<file path="config.mk">
export PLATFORM = sky130hd
export DESIGN_NAME = recarbit_ctrl_flat
export DESIGN_NICKNAME = d
export VERILOG_FILES = /design/src/rtl/recarbit_if.sv /design/src/rtl/recarbit_ctrl.sv /design/src/flat_wrapper.sv
export SDC_FILE = /design/constraint.sdc
export NUM_CORES = 1
export LEC_CHECK = 0
export CAP_MARGIN = 10
export CORE_MARGIN = 1
export CORE_UTILIZATION = 53
export CTS_BUF_LIST = sky130_fd_sc_hd__clkbuf_4
export DETAILED_ROUTE_END_ITERATION = 8
export PLACE_DENSITY = 0.82
export SYNTH_ARGS = -nofsm -noshare
export SYNTH_HDL_FRONTEND = slang
export SYNTH_SLANG_ARGS = --single-unit
</file>
<file path="constraint.sdc">
create_clock -name clk -period 2.6 [get_ports clk]
set_input_delay 0.52 -clock clk [delete_from_list [all_inputs] [get_ports clk]]
set_output_delay 0.52 -clock clk [all_outputs]
set_load 0.02 [all_outputs]
</file>
<file path="src/rtl/recarbit_if.sv">
// Bus between the write demux / LLC side and the receive-arbitration access controller.
// The master drives requests; the slave (controller) drives the register strobes and status.
interface recarbit_if;
  logic        cpu_wr;
  logic        cpu_sel;
  logic [15:0] cpu_data;
  logic        prom;
  logic        can_req;
  logic [15:0] can_id_hi;
  logic [15:0] can_id_lo;
  logic        ovr_clr;
  logic        cpu1;
  logic        cpu2;
  logic        can1;
  logic        can2;
  logic [15:0] reginp;
  logic [15:0] recidin;
  logic        cpu_busy;
  logic        can_done;
  logic        cpu_ovr;
  logic        can_lost;

  modport master (
    output cpu_wr, cpu_sel, cpu_data, prom, can_req, can_id_hi, can_id_lo, ovr_clr,
    input  cpu1, cpu2, can1, can2, reginp, recidin, cpu_busy, can_done, cpu_ovr, can_lost
  );

  modport slave (
    input  cpu_wr, cpu_sel, cpu_data, prom, can_req, can_id_hi, can_id_lo, ovr_clr,
    output cpu1, cpu2, can1, can2, reginp, recidin, cpu_busy, can_done, cpu_ovr, can_lost
  );
endinterface

</file>
<file path="src/rtl/recarbit_ctrl.sv">
// Serialises CPU writes and two-word LLC identifier captures onto the receive
// arbitration register pair, alternating service so neither side starves.
module recarbit_ctrl (
  input  logic      clk,
  input  logic      rst,
  recarbit_if.slave bus
);

  typedef enum logic [1:0] {IDLE, CPU_W, CAN_W1, CAN_W2} state_t;

  state_t      state_reg, state_next;

  logic        cpu_v_reg;
  logic        cpu_sel_reg;
  logic [15:0] cpu_data_reg;
  logic        can_v_reg;
  logic [15:0] hi_reg;
  logic [15:0] lo_reg;
  logic [15:0] lo_stage_reg;

  logic        cpu1_reg, cpu2_reg, can1_reg, can2_reg;
  logic [15:0] reginp_reg, recidin_reg;
  logic        cpu_busy_reg, can_done_reg, cpu_ovr_reg, can_lost_reg;

  logic        cpu_acc, cpu_drop, cpu_pend;
  logic        can_in, can_pend, can_take, cpu_take, can_drop, can_store;
  logic        sel_take;
  logic [15:0] data_take, hi_take, lo_take;

  always_comb begin
    cpu_acc  = bus.cpu_wr & ~cpu_v_reg;
    cpu_drop = bus.cpu_wr & cpu_v_reg;
    cpu_pend = cpu_v_reg | bus.cpu_wr;
    can_in   = bus.prom & bus.can_req;
    can_pend = can_v_reg | can_in;

    state_next = IDLE;
    case (state_reg)
      IDLE:    state_next = cpu_pend ? CPU_W  : (can_pend ? CAN_W1 : IDLE);
      CPU_W:   state_next = can_pend ? CAN_W1 : (cpu_pend ? CPU_W  : IDLE);
      CAN_W1:  state_next = CAN_W2;
      CAN_W2:  state_next = cpu_pend ? CPU_W  : (can_pend ? CAN_W1 : IDLE);
      default: state_next = IDLE;
    endcase

    cpu_take  = (state_next == CPU_W);
    can_take  = (state_next == CAN_W1);
    // A capture arriving while the buffered one is being consumed takes its slot.
    can_drop  = can_in & can_v_reg & ~can_take;
    can_store = can_in & (~can_v_reg | can_take);

    sel_take  = cpu_v_reg ? cpu_sel_reg  : bus.cpu_sel;
    data_take = cpu_v_reg ? cpu_data_reg : bus.cpu_data;
    hi_take   = can_v_reg ? hi_reg       : bus.can_id_hi;
    lo_take   = can_v_reg ? lo_reg       : bus.can_id_lo;
  end

  always_ff @(posedge clk) begin
    if (!rst) begin
      state_reg    <= IDLE;
      cpu_v_reg    <= 1'b0;
      cpu_sel_reg  <= 1'b0;
      cpu_data_reg <= 16'h0000;
      can_v_reg    <= 1'b0;
      hi_reg       <= 16'h0000;
      lo_reg       <= 16'h0000;
      lo_stage_reg <= 16'h0000;
      cpu1_reg     <= 1'b0;
      cpu2_reg     <= 1'b0;
      can1_reg     <= 1'b0;
      can2_reg     <= 1'b0;
      reginp_reg   <= 16'h0000;
      recidin_reg  <= 16'h0000;
      cpu_busy_reg <= 1'b0;
      can_done_reg <= 1'b0;
      cpu_ovr_reg  <= 1'b0;
      can_lost_reg <= 1'b0;
    end else begin
      state_reg <= state_next;

      if (cpu_take) begin
        cpu_v_reg <= 1'b0;
      end else if (cpu_acc) begin
        cpu_v_reg    <= 1'b1;
        cpu_sel_reg  <= bus.cpu_sel;
        cpu_data_reg <= bus.cpu_data;
      end

      if (can_take) begin
        can_v_reg    <= can_v_reg & can_in;
        lo_stage_reg <= lo_take;
      end else if (can_in) begin
        can_v_reg <= 1'b1;
      end
      if (can_store) begin
        hi_reg <= bus.can_id_hi;
        lo_reg <= bus.can_id_lo;
      end

      cpu1_reg     <= cpu_take & ~sel_take;
      cpu2_reg     <= cpu_take & sel_take;
      can1_reg     <= can_take;
      can2_reg     <= (state_next == CAN_W2);
      can_done_reg <= (state_next == CAN_W2);
      if (cpu_take)
        reginp_reg <= data_take;
      if (can_take)
        recidin_reg <= hi_take;
      else if (state_next == CAN_W2)
        recidin_reg <= lo_stage_reg;

      cpu_busy_reg <= (cpu_v_reg | cpu_acc) & ~cpu_take;
      // A new drop in the clearing cycle wins over the clear.
      cpu_ovr_reg  <= (cpu_ovr_reg & ~bus.ovr_clr) | cpu_drop;
      can_lost_reg <= (can_lost_reg & ~bus.ovr_clr) | can_drop;
    end
  end

  assign bus.cpu1     = cpu1_reg;
  assign bus.cpu2     = cpu2_reg;
  assign bus.can1     = can1_reg;
  assign bus.can2     = can2_reg;
  assign bus.reginp   = reginp_reg;
  assign bus.recidin  = recidin_reg;
  assign bus.cpu_busy = cpu_busy_reg;
  assign bus.can_done = can_done_reg;
  assign bus.cpu_ovr  = cpu_ovr_reg;
  assign bus.can_lost = can_lost_reg;

endmodule

</file>
<file path="src/flat_wrapper.sv">
// flat-port wrapper written by rule: the top's interface ports become plain ports
module recarbit_ctrl_flat 
  (clk, rst, bus_cpu_wr, bus_cpu_sel, bus_cpu_data, bus_prom, bus_can_req, bus_can_id_hi, bus_can_id_lo, bus_ovr_clr, bus_cpu1, bus_cpu2, bus_can1, bus_can2, bus_reginp, bus_recidin, bus_cpu_busy, bus_can_done, bus_cpu_ovr, bus_can_lost);
  recarbit_if bus_i ();
  input  logic clk;
  input  logic rst;
  input wire logic [$bits(bus_i.cpu_wr)-1:0] bus_cpu_wr;
  input wire logic [$bits(bus_i.cpu_sel)-1:0] bus_cpu_sel;
  input wire logic [$bits(bus_i.cpu_data)-1:0] bus_cpu_data;
  input wire logic [$bits(bus_i.prom)-1:0] bus_prom;
  input wire logic [$bits(bus_i.can_req)-1:0] bus_can_req;
  input wire logic [$bits(bus_i.can_id_hi)-1:0] bus_can_id_hi;
  input wire logic [$bits(bus_i.can_id_lo)-1:0] bus_can_id_lo;
  input wire logic [$bits(bus_i.ovr_clr)-1:0] bus_ovr_clr;
  output wire logic [$bits(bus_i.cpu1)-1:0] bus_cpu1;
  output wire logic [$bits(bus_i.cpu2)-1:0] bus_cpu2;
  output wire logic [$bits(bus_i.can1)-1:0] bus_can1;
  output wire logic [$bits(bus_i.can2)-1:0] bus_can2;
  output wire logic [$bits(bus_i.reginp)-1:0] bus_reginp;
  output wire logic [$bits(bus_i.recidin)-1:0] bus_recidin;
  output wire logic [$bits(bus_i.cpu_busy)-1:0] bus_cpu_busy;
  output wire logic [$bits(bus_i.can_done)-1:0] bus_can_done;
  output wire logic [$bits(bus_i.cpu_ovr)-1:0] bus_cpu_ovr;
  output wire logic [$bits(bus_i.can_lost)-1:0] bus_can_lost;
  assign bus_i.cpu_wr = bus_cpu_wr;
  assign bus_i.cpu_sel = bus_cpu_sel;
  assign bus_i.cpu_data = bus_cpu_data;
  assign bus_i.prom = bus_prom;
  assign bus_i.can_req = bus_can_req;
  assign bus_i.can_id_hi = bus_can_id_hi;
  assign bus_i.can_id_lo = bus_can_id_lo;
  assign bus_i.ovr_clr = bus_ovr_clr;
  assign bus_cpu1 = bus_i.cpu1;
  assign bus_cpu2 = bus_i.cpu2;
  assign bus_can1 = bus_i.can1;
  assign bus_can2 = bus_i.can2;
  assign bus_reginp = bus_i.reginp;
  assign bus_recidin = bus_i.recidin;
  assign bus_cpu_busy = bus_i.cpu_busy;
  assign bus_can_done = bus_i.can_done;
  assign bus_cpu_ovr = bus_i.cpu_ovr;
  assign bus_can_lost = bus_i.can_lost;
  recarbit_ctrl u_core (.clk(clk), .rst(rst), .bus(bus_i));
endmodule
</file>
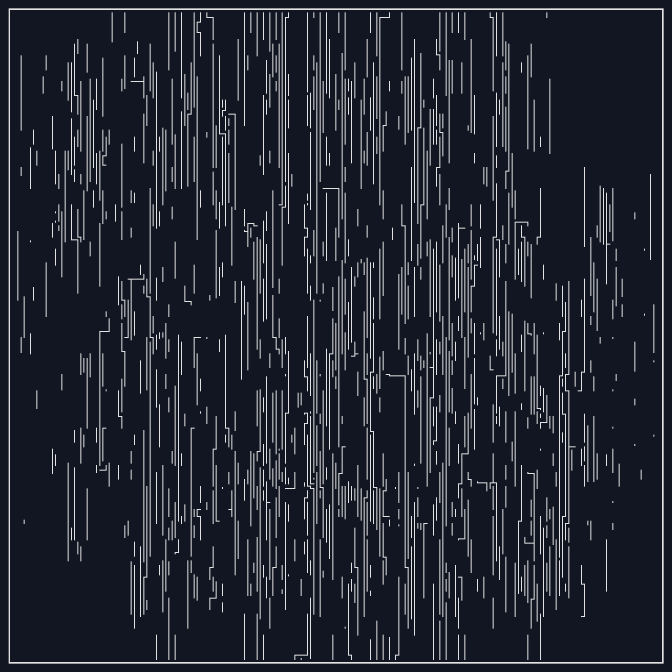
Fig. 1. Signal wires on met2.
- nets with wire on the layer: 522
- wire length on this layer: 4860 um
- longest straight run: 33.7 um

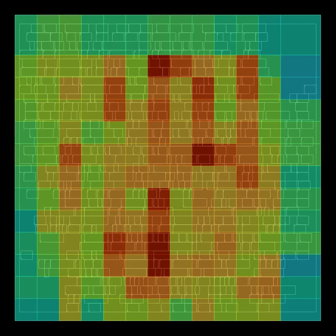
Fig. 2. Routing congestion.
GR peak layer: met2
post-detailed-route wirelength per cell: 15.28 um
Layout Utilization: 68.97%
met2 usage: 37.62%

==> flow_summary.yaml <==
# synthesis and place-and-route metrics
yosys:
  synth.cellmix.compoundShare_pct: 17.91
  synth.distinct_cells: 34
  synth-simple-area-share_pct: 13.87
  syn_nets: 561
  ys_sh_xor_pct: 0
  edf_count: 0
  top_cell_area_share_pct: 46.89
  syn_inst: 504
  ys_sh_mux_pct: 14.36
  most_common_cell: "dfxtp_1"
  avgSynthCellArea_um2: 9.148
  netlist_top_cells_count: "108 x dfxtp_1, 65 x mux2i_1, 36 x a21oi_1, 36 x nand2_1, 35 x nand3_1"
  yosys_cells: 504
  top_logic_kind: "AND-OR/OR-AND gates"
  ys_ff: 108
  yosys_warnings: 0
  ys_sh_adder_pct: 0.5427
  ff_type: "dfxtp_1"
  area_leaders: "dfxtp_1 47%, mux2i_1 14%, a211oi_1 5.2%"
  async_flop_share_pct: 0
final_timing:
  max_freq_mhz: 480.8
  relSlewSlack_pct: 54.47
  rsz0062_at_grt: "no"
  maxSlewViolCount: 0
  layout_min_cycle_time_ps: 2080
  min_period_over_period_pct: 79.99
  whs_ps: 457.5
  setup_tns_ps: 0
  setup_violations: 0
  tightest_slew_ps: 681.0
finish:
  design_area_mm2: 0.005724
  nFillCells: 674
  diodes: 0
  finalNetCount: 635
  syn_to_final_growth_pct: 24.15
  logic_area_mm2: 0.002156
  final_cells: 687
  mostFrequentLayoutCells: "107 x dfxtp_1, 93 x clkdlybuf4s50_1, 65 x mux2i_1"
  drive_gt1_share_pct: 6.357
placed_design:
  gp_congestion: 0.8322
  placed_area_mm2: 0.005624
  dp.cells: 672
  post-place-ws_ps: 200.6
clocking:
  cts_tree: "yes"
  clockRootBuffer: "clkbuf_4"
  htree_levels: 3
  clkSinkCount: 108
  post_cts.repair.setup_buffers: 0
  clockBufferDepth: 2
  hold_buffers: 0
  cts_inserted_buffers: 9
  insertion_delay_ps: 440
  clk_pin_slew_worst_paths_ps: 140
worst_setup_path:
  rrSetupSlack_ps: 520
  critPathLaunchType: "flip-flop"
  path_max_fanout: 32
  worstRegToRegCells: 7
  r2r-start: "u_core.state_reg[0]"
  required_ps: 2960
  crit_type: "reg -> reg"
pwr:
  power_frac_seq_pct: 42.7
  p_clk_share_pct: 13.5
  swShare_pct: 37.49
  ir_drop_mv: 0.4466
  p_leak_nw: 1.997
  p_per_area_mw_per_mm2: 893.5
  combPwrFrac_pct: 43.8
floorplanning:
  die_w_um: 95.27
  ios: 95
  fp_util_pct: 55.56
  die_area_mm2: 0.009076
  fp.dieH_um: 95.27
route:
  drt-initial-drc-count: 257
  dr_total_vias: 3871
  drt_pre_antenna_iters: 4
  drc: 0
  drtAntennaViolNets: 0
hold_path:
  min_to: "u_core.lo_reg[10]"
  min_from: "u_core.lo_reg[10]"
  hp-class: "reg -> reg"
  hold_path_depth: 2
job:
  cap_violations: 0
  warnings: 27
run_status:
  status: "completed"
global_route:
  first_global_vias: 3517
  grt_pass1_wl_um: 17160
  grt-ovfl-total: 0
  grt_max_degree: 65
  grt_usage_pct: 24.25
## cells by family (layout without fill, tap and decap cells)
| logic type | count (synthesis) | count (layout) |
|---|---|---|
| and+or+nand+nor | 135 | 135 |
| DFF | 108 | 108 |
| adders and majority gates | 2 | 2 |
| muxes | 66 | 66 |
| AOI/OAI and AO/OA | 126 | 126 |
| buffers and inverters | 67 | 145 |
## cell type report
type	count	area share [%]
Clock inverter	6	0.5683
Sequential cell	108	37.79
Timing Repair Buffer	108	19.06
Inverter	22	1.443
Clock buffer	9	1.180
Multi-Input combinational cell	329	37.66
Tap cell	105	2.295
## routing by layer
| metal | share of wire [%] | track usage [%] |
|---|---|---|
| met2 | 46 | 37.62 |
| met4 | 2.6 | 9.470 |
| met3 | 4.8 | 3.668 |
| met1 | 46 | 33.82 |
| met5 | 0 | 0 |
## how the worst max path moves through the flow
stage                             start                 endpoint  slack (ps)  cells after the start
global placement             bus_cpu_wr   u_core.lo_stage_reg[4]         280                      6
finish              u_core.state_reg[0]   u_core.lo_stage_reg[1]         520                      7
detailed placement             bus_prom     u_core.bus.reginp[1]         200                      5
global route        u_core.state_reg[0]  u_core.lo_stage_reg[15]         400                      7
floorplan           u_core.state_reg[0]  u_core.cpu_data_reg[10]         540                      7
CTS                 u_core.state_reg[0]   u_core.lo_stage_reg[1]         530                      7
## power by group through the flow
stage	registers (mW)	clock network (mW)	logic (mW)
after global routing	2.22	0.776	2.42
after global placement	2.21	0	2.16
after CTS	2.18	0.704	2.24
final	2.19	0.689	2.24
after detailed placement	2.22	0	2.23
after floorplan	2.39	0	1.26
## critical path, cell delays in order, from the launching register on
cell	delay (ps)
dfxtp_1	370
inv_1	50
ha_1	310
or4b_1	560
a21oi_2	240
buf_12	200
nor2_1	60
a211oi_1	220
Power is estimated from default activity; no workload was simulated.
